<file path="config.mk">
export PLATFORM = sky130hd
export DESIGN_NAME = dm_lsu
export DESIGN_NICKNAME = d
export VERILOG_FILES = /design/src/rtl/dm_lsu_pkg.sv /design/src/rtl/dm_lsu_lane.sv /design/src/rtl/dm_lsu.sv
export SDC_FILE = /design/constraint.sdc
export NUM_CORES = 1
export LEC_CHECK = 0
export ABC_CLOCK_PERIOD_IN_PS = 3200
export CAP_MARGIN = 20
export CORE_UTILIZATION = 35
export DETAILED_ROUTE_END_ITERATION = 12
export GPL_ROUTABILITY_DRIVEN = 0
export HOLD_SLACK_MARGIN = 0.06
export PLACE_DENSITY_LB_ADDON = 0.3
export SYNTH_ARGS = -nofsm -noshare
export SYNTH_HDL_FRONTEND = slang
export SYNTH_SLANG_ARGS = --single-unit
</file>
<file path="constraint.sdc">
create_clock -name clk -period 3.2 [get_ports clk]
set_clock_uncertainty 0.1 [all_clocks]
set_input_delay 0.8 -clock clk [delete_from_list [all_inputs] [get_ports clk]]
set_output_delay 0.8 -clock clk [all_outputs]
set_load 0.1 [all_outputs]
</file>
<file path="src/rtl/dm_lsu_pkg.sv">
// dm_lsu shared types and constants.
// Op codes, FSM states and byte-enable patterns.
package dm_lsu_pkg;

  localparam logic [2:0] OP_B  = 3'b000;
  localparam logic [2:0] OP_H  = 3'b001;
  localparam logic [2:0] OP_W  = 3'b010;
  localparam logic [2:0] OP_BU = 3'b100;
  localparam logic [2:0] OP_HU = 3'b101;

  typedef enum logic [1:0] {
    ST_IDLE,
    ST_ACCESS,
    ST_RESP
  } state_t;

  localparam logic [3:0] BE_NONE = 4'b0000;
  localparam logic [3:0] BE_B0   = 4'b0001;
  localparam logic [3:0] BE_HLO  = 4'b0011;
  localparam logic [3:0] BE_HHI  = 4'b1100;
  localparam logic [3:0] BE_ALL  = 4'b1111;

endpackage

</file>
<file path="src/rtl/dm_lsu_lane.sv">
// Lane steering for dm_lsu: byte enables, store replication,
// load extraction and op/alignment checks.
module dm_lsu_lane
  import dm_lsu_pkg::*;
(
  input  logic [2:0]  op,
  input  logic [1:0]  off,
  input  logic        we,
  input  logic [31:0] wdata,
  input  logic [31:0] dout,
  output logic [3:0]  be,
  output logic [31:0] din,
  output logic [31:0] rdata,
  output logic        misal,
  output logic        illegal
);

  logic [31:0] shifted;
  logic [7:0]  byte_v;
  logic [15:0] half_v;

  assign shifted = dout >> {off, 3'b000};
  assign byte_v  = shifted[7:0];
  assign half_v  = off[1] ? dout[31:16] : dout[15:0];

  // Decode size/sign and steer data lanes.
  always_comb begin
    be      = BE_NONE;
    din     = wdata;
    rdata   = dout;
    misal   = 1'b0;
    illegal = 1'b0;
    unique case (op)
      OP_B, OP_BU: begin
        be      = BE_B0 << off;
        din     = {4{wdata[7:0]}};
        rdata   = op[2] ? {24'h0, byte_v}
                        : {{24{byte_v[7]}}, byte_v};
        illegal = op[2] & we;
      end
      OP_H, OP_HU: begin
        be      = off[1] ? BE_HHI : BE_HLO;
        din     = {2{wdata[15:0]}};
        rdata   = op[2] ? {16'h0, half_v}
                        : {{16{half_v[15]}}, half_v};
        misal   = off[0];
        illegal = op[2] & we;
      end
      OP_W: begin
        be    = BE_ALL;
        misal = |off;
      end
      default: illegal = 1'b1;
    endcase
  end

endmodule

</file>
<file path="src/rtl/dm_lsu.sv">
// Load/store initiator between execute stage and data memory.
// Three-state FSM: IDLE -> ACCESS -> RESP, errors skip ACCESS.
module dm_lsu
  import dm_lsu_pkg::*;
#(
  parameter int AW_HI = 8
) (
  input  logic              clk,
  input  logic              rst,
  input  logic              req_valid,
  output logic              req_ready,
  input  logic              req_we,
  input  logic [2:0]        req_op,
  input  logic [31:0]       req_addr,
  input  logic [31:0]       req_wdata,
  output logic              resp_valid,
  input  logic              resp_ready,
  output logic [31:0]       resp_rdata,
  output logic              resp_err,
  output logic              dm_we,
  output logic [3:0]        dm_be,
  output logic [AW_HI-2:0]  dm_addr,
  output logic [31:0]       dm_din,
  input  logic [31:0]       dm_dout
);

  state_t      state, nxt;
  logic        we_q;
  logic [2:0]  op_q;
  logic [1:0]  off_q;
  logic        idle;
  logic        accept;
  logic        oor;
  logic        req_err;
  logic [2:0]  l_op;
  logic [1:0]  l_off;
  logic        l_we;
  logic [3:0]  l_be;
  logic [31:0] l_din;
  logic [31:0] l_rdata;
  logic        l_misal;
  logic        l_illegal;

  assign idle    = (state == ST_IDLE);
  assign accept  = idle & req_valid;
  assign oor     = |req_addr[31:AW_HI+1];
  assign req_err = l_misal | l_illegal | oor;

  // Lane logic sees the live request in IDLE, the captured one after.
  assign l_op  = idle ? req_op : op_q;
  assign l_off = idle ? req_addr[1:0] : off_q;
  assign l_we  = idle ? req_we : we_q;

  dm_lsu_lane u_lane (
    .op      (l_op),
    .off     (l_off),
    .we      (l_we),
    .wdata   (req_wdata),
    .dout    (dm_dout),
    .be      (l_be),
    .din     (l_din),
    .rdata   (l_rdata),
    .misal   (l_misal),
    .illegal (l_illegal)
  );

  // State register.
  always_ff @(posedge clk or posedge rst) begin
    if (rst) state <= ST_IDLE;
    else     state <= nxt;
  end

  // Next state and handshake/memory strobes.
  always_comb begin
    nxt        = state;
    req_ready  = 1'b0;
    resp_valid = 1'b0;
    dm_we      = 1'b0;
    dm_be      = BE_NONE;
    unique case (state)
      ST_IDLE: begin
        req_ready = 1'b1;
        if (req_valid) nxt = req_err ? ST_RESP : ST_ACCESS;
      end
      ST_ACCESS: begin
        dm_we = we_q;
        dm_be = l_be;
        nxt   = ST_RESP;
      end
      ST_RESP: begin
        resp_valid = 1'b1;
        if (resp_ready) nxt = ST_IDLE;
      end
      default: nxt = ST_IDLE;
    endcase
  end

  // Request capture, memory address/data and response registers.
  always_ff @(posedge clk or posedge rst) begin
    if (rst) begin
      we_q       <= 1'b0;
      op_q       <= OP_B;
      off_q      <= 2'b00;
      dm_addr    <= '0;
      dm_din     <= '0;
      resp_rdata <= '0;
      resp_err   <= 1'b0;
    end else if (accept) begin
      we_q       <= req_we;
      op_q       <= req_op;
      off_q      <= req_addr[1:0];
      resp_err   <= req_err;
      resp_rdata <= '0;
      if (!req_err) begin
        dm_addr <= req_addr[AW_HI:2];
        dm_din  <= l_din;
      end
    end else if (state == ST_ACCESS) begin
      resp_rdata <= we_q ? 32'h0 : l_rdata;
    end
  end

endmodule

</file>
Figure 1. Track usage over the die.
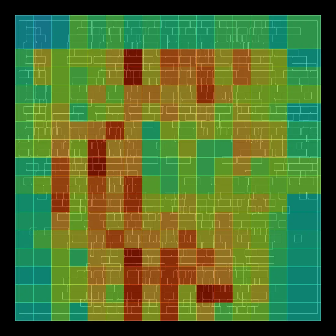
GR Util All Layers: 20.8%
M3 GR Usage: 4.26%
met1 Resource Use GR: 26.6%
met2 usage: 34.2%
DR WL/cell: 17.9 um

Figure 2. Drive-strength map.
Bar = 20 um.
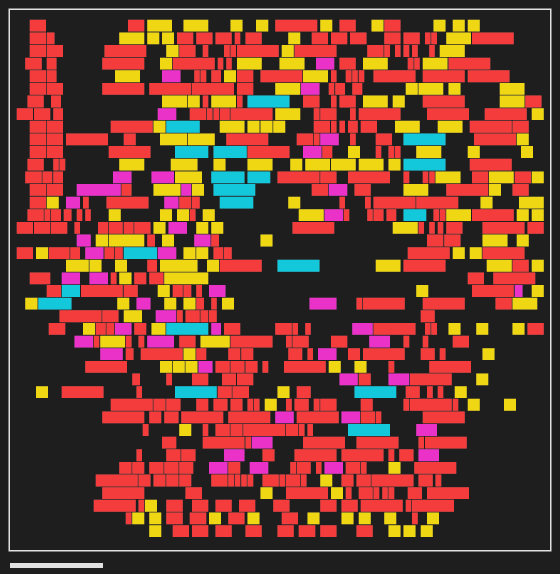
legend:
  cyan:
    size: x6 and larger
    cells: 19
    share: 3.1%
    most_used: clkbuf_16
  magenta:
    size: x2
    cells: 46
    share: 7.5%
    most_used: mux2_2
  red:
    size: x1 and smaller
    cells: 394
    share: 64%
    most_used: clkdlybuf4s50_1
  yellow:
    size: x3 and x4
    cells: 156
    share: 25%
    most_used: buf_4
post-route cell area: 6890 sq um
Area Growth Syn to Fin: 50.9%

==> out/results.ini <==
[outcome]
status = completed

[power]
ir_drop_uv = 220
power.total_uw = 2820
powerDensity_nw_per_um2 = 410
p_leak_uw = 0.00325

[synth]
top_cells_by_area = dfrtp_1, mux2_4, nand2_1
ys_cells = 422
ys_area_sq_um = 4570
ys_warn_count = 0
fp_nets = 526
ys_seq_share_pct = 43.8
ys_types = 50
synth_cells = 422
synth_top_area_share_pct = 43.8
syn_avg_cell_area_sq_um = 10.8
top_area_cell = dfrtp_1
syn-cell-area_sq_um = 4570
ys.flops = 80

[grt]
grt_pass1_wl_um = 21500
grt_pass1_vias = 4018
grt_remaining_overflow = 0
antenna_found_initial = 0
grt_max_degree = 42

[routing]
vias = 4181
drt.antenna.violating_nets = 0
drt_iter0_drc = 269
drc_errors = 0
dr.pass1.iters = 5
via_per_inst = 5.31
routed_wl_um = 14100

[sta]
tns_ps = 0
setup_ws_ps = 100
slew_viol_final = 0
setup_viol = 0
relSlewSlack_pct = 53.3
period_used_pct = 96.9
fin_crit_ps = 3100
fmax_mhz = 323
hold_viol_final = 0
rsz0062_at_grt = false
tightest_slew_ps = 700

[run]
maxCapViolCount = 0
warnings = 26

[setup_path]
cp-endpoint = dm_be[2]
arrival_ps = 2200
r2r_cells = 8
required_ps = 2300
cp-end-kind = primary output
reg2reg_from = state[1]
startpoint = req_op[2]
crit_fanout = 4
crit_path_start_kind = input port
crit_type = input port to primary output
rrSetupSlack_ps = 510
timing.rr.end = dm_addr[0]

[floorplanning]
core.rowCount = 41
die_w_um = 116
io_pins = 183
initCoreUtil_pct = 36.1
coreArea_sq_um = 12700
dieHeight_um = 116
die-area_sq_um = 13500

[cells_and_area]
drive_gt1_share_pct = 35.9
nets = 715
diodes = 0
fin_cells = 787
final_cell_mix = clkdlybuf4s50_1, buf_4, nand2_1, dfrtp_1, mux2_4

[clock_network]
clk_transition_reported_paths_ps = 60
holdBufCountCts = 0
cts-root-buf = clkbuf_16
cts_sinks = 80
ctsLongestPathBuffers = 2
clkLatencyLatePin_ps = 330
cts_tree = done
htreeDepth = 3
cts_buffers = 9

[min_path]
worstHoldStart = resp_err
holdCritPathClass = register to register

[placed_design]
post-place-ws_ps = -206
placed_cell_area_sq_um = 6530
port_buffers = 182
dp_cells = 767
hpwl_um = 10200

Figure 3. Metal 2.
Bar = 20 um. Cells faint in the background.
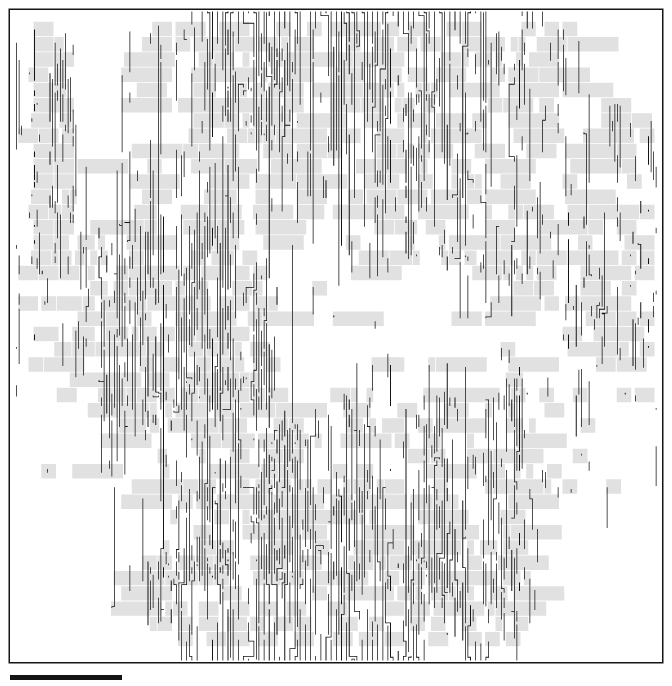
share of all routed wire: 50%
wire length on this layer: 6980 um

flip-flops by register name, indices dropped and copies added, names as in the netlist:
signal and cells:
resp_rdata 32, dm_addr 7, dm_din 32, off_q 2
resp_err 1, we_q 1, state 2, op_q 3
how the worst min path moves through the flow:
stage                to  slack [ps]  depth (start not counted)
6_report       resp_err         390                          1
5_1_grt        resp_err         420                          1
4_1_cts        resp_err         400                          1
3_5_place_dp   resp_err         390                          1
3_3_place_gp   resp_err         380                          1
2_1_floorplan      we_q         410                          1
metal layers:
| metal | up-vias | part of all wire [%] | wire, um | track usage, % |
|---|---|---|---|---|
| li1 | 1934 | - | - | - |
| met4 | 0 | 3.3 | 463 | 8.97 |
| met3 | 35 | 6.3 | 889 | 4.26 |
| met1 | 2025 | 41 | 5730 | 26.6 |
| met5 | - | 0 | 0 | 0 |
| met2 | 187 | 50 | 6980 | 34.2 |
power by group:
group	internal, uW	switching [uW]
combinational	353	438
clock	563	403
sequential	1030	37.1
critical path, stage by stage:
cell	delay [ps]
clkdlybuf4s50_1	450
mux2i_1	260
nand3_2	270
a21oi_4	230
buf_12	190
cell families (layout without fill, tap and decap cells):
group                  count (synthesis)  count (layout)  synth area share (%)
AND-OR/OR-AND                         97              97                  17.3
buffers and inverters                 38             231                  4.98
flip-flops                            80              80                  43.8
multiplexers                          67              67                  19.7
AND/OR/NAND/NOR                      140             140                  14.1
cells in the mapped netlist (all sizes together):
master	instances
a211o	1
a21oi	10
a221oi	1
a222oi	1
a22oi	14
a31o	1
a31oi	9
and2	3
and3	2
buf	18
clkbuf	14
dfrtp	80
inv	6
mux2	62
mux2i	5
nand2	80
nand2b	3
nand3	4
nand3b	1
nand4	3
nor2	29
nor3	2
nor4	6
o211ai	16
o21a	1
o21ai	9
o221ai	7
o311ai	17
o31a	10
or2	1
or3	1
or3b	2
or4	1
or4b	2
stage by stage:
stage / utilization (%) / hold WS [ps]
after CTS: 54.3 / 400
after global routing: 54.4 / 419
after floorplan: - / 412
after global placement: 51.5 / 382
after detailed placement: 51.5 / 387
final: 54.4 / 394
layout make-up:
cell class	count	area, sq um
fillers	1128	5780
multi-input cells	304	2450
flip-flops and latches	80	2000
repair buffers	210	1920
clock buffers	11	253
well taps	172	215
clock inverters	4	30.0
inverters	6	23.8
timing repair:
item                                    in CTS  in global routing
pin swaps                                    2                  2
setup buffers                                5                  0
endpoints found under the setup margin       4                  4
gates resized                               11                  4
Power and IR drop assume default switching activity.
